--- src/rtl/multiport_register_file_pkg.sv ---
// Shared defaults and address helpers for the multi-port register file and its pending table.
package multiport_register_file_pkg;

    localparam int DEFAULT_REG_NUMBER  = 32;
    localparam int DEFAULT_REG_WIDTH   = 32;
    localparam int DEFAULT_READ_PORTS  = 2;
    localparam int DEFAULT_WRITE_PORTS = 2;
    localparam int unsigned ZERO_REG_ADDR = 0;

    // True when addr names a register that holds state: in range and not the hardwired zero.
    function automatic logic addr_is_live(input int unsigned addr,
                                          input int unsigned reg_number,
                                          input logic        zero_reg);
        return (addr < reg_number) && !(zero_reg && (addr == ZERO_REG_ADDR));
    endfunction

endpackage

--- src/rtl/regfile_pending_table.sv ---
// Per-register pending (scoreboard) bits: set on reserve at issue, cleared by write-back.
module regfile_pending_table
    import multiport_register_file_pkg::*;
#(
    parameter int REG_NUMBER     = DEFAULT_REG_NUMBER,
    parameter int REG_ADDR_WIDTH = $clog2(REG_NUMBER),
    parameter int WRITE_PORTS    = DEFAULT_WRITE_PORTS,
    parameter int ZERO_REG       = 1
) (
    input  logic                                  clk,
    input  logic                                  reset,
    input  logic [WRITE_PORTS-1:0]                write_enable,
    input  logic [WRITE_PORTS*REG_ADDR_WIDTH-1:0] write_addr,
    input  logic                                  reserve_enable,
    input  logic [REG_ADDR_WIDTH-1:0]             reserve_addr,
    output logic [REG_NUMBER-1:0]                 pending_vector
);

    logic [REG_NUMBER-1:0] pending;
    logic [REG_NUMBER-1:0] pending_next;

    always_comb begin
        // NOTE: every bit gets a default before the conditional updates, so no latch is inferred.
        pending_next = pending;
        for (int w = 0; w < WRITE_PORTS; w++) begin
            if (write_enable[w] &&
                addr_is_live(32'(write_addr[w*REG_ADDR_WIDTH +: REG_ADDR_WIDTH]), REG_NUMBER, ZERO_REG != 0))
                pending_next[write_addr[w*REG_ADDR_WIDTH +: REG_ADDR_WIDTH]] = 1'b0;
        end
        // A newly issued producer outranks an older one completing in the same cycle.
        if (reserve_enable && addr_is_live(32'(reserve_addr), REG_NUMBER, ZERO_REG != 0))
            pending_next[reserve_addr] = 1'b1;
    end

    always_ff @(posedge clk or posedge reset) begin
        if (reset)
            pending <= '0;
        else
            pending <= pending_next;
    end

    assign pending_vector = pending;

endmodule

--- src/rtl/multiport_register_file.sv ---
// Multi-port register file with hardwired zero register and pending table.
// Define REGFILE_BYPASS_EN to forward same-cycle write data to matching reads.
module multiport_register_file
    import multiport_register_file_pkg::*;
#(
    parameter int REG_NUMBER     = DEFAULT_REG_NUMBER,
    parameter int REG_WIDTH      = DEFAULT_REG_WIDTH,
    parameter int REG_ADDR_WIDTH = $clog2(REG_NUMBER),
    parameter int READ_PORTS     = DEFAULT_READ_PORTS,
    parameter int WRITE_PORTS    = DEFAULT_WRITE_PORTS,
    parameter int ZERO_REG       = 1
) (
    input  logic                                  clk,
    input  logic                                  reset,
    input  logic [READ_PORTS*REG_ADDR_WIDTH-1:0]  read_addr,
    output logic [READ_PORTS*REG_WIDTH-1:0]       read_data,
    output logic [READ_PORTS-1:0]                 read_ready,
    input  logic [WRITE_PORTS-1:0]                write_enable,
    input  logic [WRITE_PORTS*REG_ADDR_WIDTH-1:0] write_addr,
    input  logic [WRITE_PORTS*REG_WIDTH-1:0]      write_data,
    input  logic                                  reserve_enable,
    input  logic [REG_ADDR_WIDTH-1:0]             reserve_addr,
    output logic [REG_NUMBER-1:0]                 pending_vector
);

    logic [REG_WIDTH-1:0]  regs [REG_NUMBER];
    logic [REG_NUMBER-1:0] pending;

    regfile_pending_table #(
        .REG_NUMBER     (REG_NUMBER),
        .REG_ADDR_WIDTH (REG_ADDR_WIDTH),
        .WRITE_PORTS    (WRITE_PORTS),
        .ZERO_REG       (ZERO_REG)
    ) u_pending (
        .clk            (clk),
        .reset          (reset),
        .write_enable   (write_enable),
        .write_addr     (write_addr),
        .reserve_enable (reserve_enable),
        .reserve_addr   (reserve_addr),
        .pending_vector (pending)
    );

    assign pending_vector = pending;

    always_ff @(posedge clk or posedge reset) begin
        if (reset) begin
            // NOTE: the array is cleared asynchronously, which forces flops rather than a RAM macro.
            for (int i = 0; i < REG_NUMBER; i++)
                regs[i] <= '0;
        end else begin
            // NOTE: ports are scanned upward and the last non-blocking assignment wins, so the highest port has priority.
            for (int w = 0; w < WRITE_PORTS; w++) begin
                if (write_enable[w] &&
                    addr_is_live(32'(write_addr[w*REG_ADDR_WIDTH +: REG_ADDR_WIDTH]), REG_NUMBER, ZERO_REG != 0))
                    regs[write_addr[w*REG_ADDR_WIDTH +: REG_ADDR_WIDTH]] <= write_data[w*REG_WIDTH +: REG_WIDTH];
            end
        end
    end

    always_comb begin
        read_data  = '0;
        read_ready = '1;
        for (int r = 0; r < READ_PORTS; r++) begin
            if (addr_is_live(32'(read_addr[r*REG_ADDR_WIDTH +: REG_ADDR_WIDTH]), REG_NUMBER, ZERO_REG != 0)) begin
                read_data[r*REG_WIDTH +: REG_WIDTH] = regs[read_addr[r*REG_ADDR_WIDTH +: REG_ADDR_WIDTH]];
                read_ready[r] = ~pending[read_addr[r*REG_ADDR_WIDTH +: REG_ADDR_WIDTH]];
`ifdef REGFILE_BYPASS_EN
                for (int w = 0; w < WRITE_PORTS; w++) begin
                    if (write_enable[w] &&
                        write_addr[w*REG_ADDR_WIDTH +: REG_ADDR_WIDTH] == read_addr[r*REG_ADDR_WIDTH +: REG_ADDR_WIDTH]) begin
                        read_data[r*REG_WIDTH +: REG_WIDTH] = write_data[w*REG_WIDTH +: REG_WIDTH];
                        read_ready[r] = 1'b1;
                    end
                end
`else
                // Without forwarding, reads see only the pre-edge array and pending state.
`endif
            end
        end
    end

endmodule

--- config.mk ---
export PLATFORM = sky130hd
export DESIGN_NAME = multiport_register_file
export DESIGN_NICKNAME = d
export VERILOG_FILES = /design/src/rtl/multiport_register_file_pkg.sv /design/src/rtl/regfile_pending_table.sv /design/src/rtl/multiport_register_file.sv
export SDC_FILE = /design/constraint.sdc
export NUM_CORES = 2
export LEC_CHECK = 0
export ABC_AREA = 0
export CORE_MARGIN = 3
export CORE_UTILIZATION = 53
export CTS_CLUSTER_DIAMETER = 80
export DETAILED_ROUTE_END_ITERATION = 10
export GPL_TIMING_DRIVEN = 0
export HOLD_SLACK_MARGIN = 0.1
export PLACE_DENSITY = 0.73
export SYNTH_ARGS = -nofsm -noshare
export SYNTH_HDL_FRONTEND = slang
export SYNTH_HIERARCHICAL = 1
export SYNTH_SLANG_ARGS = --single-unit
--- constraint.sdc ---
create_clock -name clk -period 32.2 [get_ports clk]
set_input_delay 3.22 -clock clk [delete_from_list [all_inputs] [get_ports clk]]
set_output_delay 3.22 -clock clk [all_outputs]
set_load 0.02 [all_outputs]
==> summary.json <==
{
  "cell_count_after_placement": 7870,
  "chipWidth_um": 357,
  "total_power_mw": 4.83,
  "met1_length_mm": 110,
  "critPathRequiredTime_ps": 28980,
  "fillCellCount": 10300,
  "route.detailed.drc": 0,
  "top_cells_excl_fill_tap": "1122 x mux2i_1, 1056 x dfrtp_1, 639 x nor2_1",
  "finish.utilization_pct": 60.5,
  "post_cts_hold_buffer_count": 0,
  "postSynth.asyncResetShare_pct": 100,
  "worst_slack_ps": 20350,
  "numPortBuffers": 182,
  "most_flop_heavy_register": "regs",
  "detail_route.iter0.violations": 10300,
  "cts-htree-levels": 3,
  "synth-edff-count": 0,
  "layout.non_clock_buffers": 950,
  "relative_contribution_of_the_clock_network_to_total_power_pct": 30.7,
  "netlist.area_leader.share_pct": 40.4,
  "hp-class": "flip-flop to flip-flop",
  "worst-r2r-setup-slack_ps": 31310,
  "final_hold_violation_tally": 0,
  "multi_input_gate_area_in_the_final_layout_mm2": 0.0358,
  "grt_first_pass_wirelength_mm": 424,
  "placement_rows": 128,
  "synthTopCellsByArea": "dfrtp_1 40%, mux2i_1 17%, mux4_2 16%",
  "post-cts-setup-buffer-count": 0,
  "yosys-top-cells-count": "1122 x mux2i_1, 1056 x dfrtp_1, 642 x nor2_1",
  "drt-vias-per-instance": 7.22,
  "critPathCaptureType": "output pin",
  "seq_share_pct": 35.7,
  "timing.max_cap.violations": 9,
  "finalMaxSlewViolations": 44,
  "totalNegativeSetupSlack_ps": 0,
  "global_route.peak_usage_layer": "met2",
  "outcome": "finished, violations left",
  "wl_per_cell_um": 37.6,
  "failed_checks": "max-capacitance violations, max-slew violations",
  "cts_buffers": 119,
  "p_per_area_mw_per_mm2": 65.3,
  "grt_pass1_vias": 55800,
  "yosysWarnings": 6,
  "io-pin-count": 192,
  "cp-endpoint": "read_data[55]",
  "ant_nets": 0,
  "comb.multi_input.count": 4239,
  "synth_nets": 6138,
  "dpl.hpwl_mm": 231,
  "dp_worst_setup_slack_ps": 20300,
  "p_sw_share_pct": 34.7,
  "worstSetupPathDepth": 9,
  "count_of_inserted_antenna_diode_cells": 12,
  "cell_by_cell_trace_of_the_critical_path": "clkdlybuf4s50_1, buf_2, or3b_2, clkbuf_1, clkbuf_1, o221ai_1, a211oi_1, nor3_1, clkdlybuf4s50_1",
  "post-synth-top-count-cell": "mux2i_1",
  "synth_cell_types": 61,
  "top_area_cell": "dfrtp_1",
  "area_taken_by_flip_flops_and_latches_mm2": 0.0264,
  "layout.cell_area.non_filler_mm2": 0.0739,
  "globalRouteOverflowTotal": 0,
  "static-leakage-power_nw": 31.9,
  "achievable-frequency_mhz": 84.4,
  "clkbuf_count": 163,
  "worstSkewPairLatency_ps": 810,
  "syn_area_mm2": 0.0654,
  "critical-path-max-stage-delay_ps": 1210,
  "openroad_warning_count": 49,
  "regToRegEndpoint": "regs[908]$_DFF_PP0_",
  "max-slew-margin-rel_pct": -4.80,
  "initial_antenna_violation_count": 19,
  "fp_util_pct": 53.5,
  "hold_crit_start": "regs[995]$_DFF_PP0_",
  "worst_slew_pin_slew_ps": 1530,
  "worstPathMaxFanout": 10,
  "post_route_cells_drive_above_1_share_pct": 15.0,
  "cp_data_arrival_time_ps": 8630,
  "instances_no_fill": 8111,
  "mostFrequentLayoutCell": "mux2i_1",
  "rsz_0062_raised_after_global_routing": "false",
  "hold_ws_ps": 483,
  "critPathLaunch": "read_addr[8]",
  "layout.clock.cell_area_share_pct": 5.64,
  "nonClockInverterCount": 7,
  "setup_viol_count_final": 0,
  "power_frac_seq_pct": 42.0,
  "area_growth_pct": 13.1
}
-- kinds of logic (layout without fill, tap and decap cells) --
family / count (synthesis) / count (layout) / share of synthesized area, %
muxes: 1638 / 1638 / 34.5
AOI/OAI and AO/OA: 1356 / 1356 / 12.1
and+or+nand+nor: 1245 / 1245 / 7.97
DFF: 1056 / 1056 / 40.4
buffers and inverters: 749 / 1179 / 5.05
other: 0 / 12 / 0
-- power by group through the flow --
stage / clock [mW] / sequential (mW) / combinational (mW)
floorplan: 0 / 1.88 / 0.876
global placement: 0 / 1.99 / 1.22
detailed placement: 0 / 2.01 / 1.26
CTS: 1.47 / 1.99 / 1.27
global route: 1.52 / 2.05 / 1.39
finish: 1.48 / 2.03 / 1.32
Fig. 1: the metal 1 layer
Bar = 100 um. Cells faint in the background.
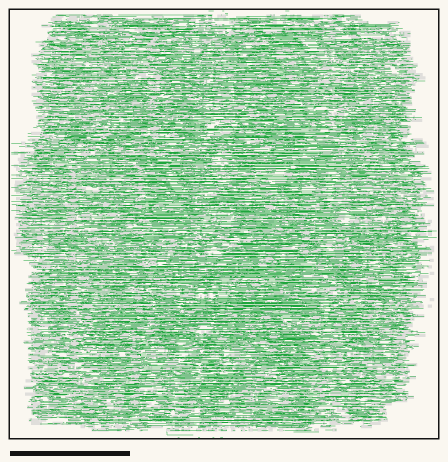
The layer carries 110 mm of wire. The wires run mostly horizontal. The layer holds 36% of the routed length.

Fig. 2: signal wires on met2
Bar = 100 um. Cells faint in the background.
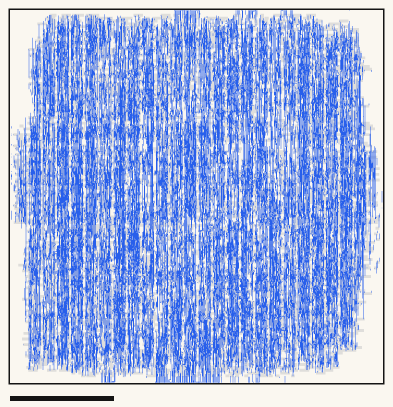
The wires run mostly vertical. The layer holds 40% of the routed length.

Fig. 3: metal 3
Bar = 100 um. Cells faint in the background.
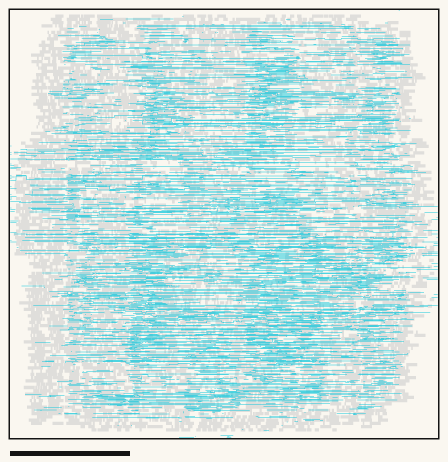
The longest straight run is 255 um. The layer holds 17% of the routed length. The wires run mostly horizontal.

Fig. 4: signal wires on met4
Bar = 100 um.
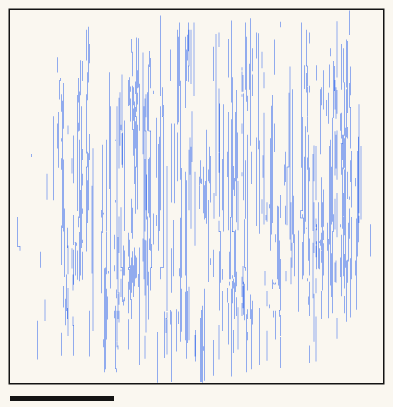
The wires run mostly vertical. The longest straight run is 175 um. 263 nets have wire on it. The layer holds 6.8% of the routed length. The layer carries 20.9 mm of wire.

Fig. 5: congestion heat map
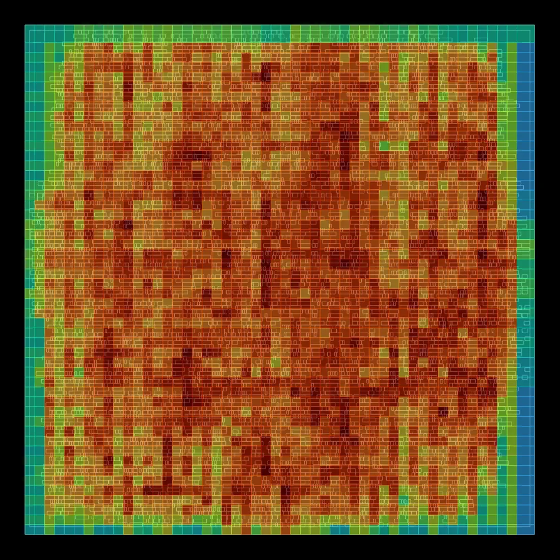
met3 Usage GRT: 24.2%
global routing usage summed across all routing layers: 47.2%

Power is estimated from default activity; no workload was simulated.
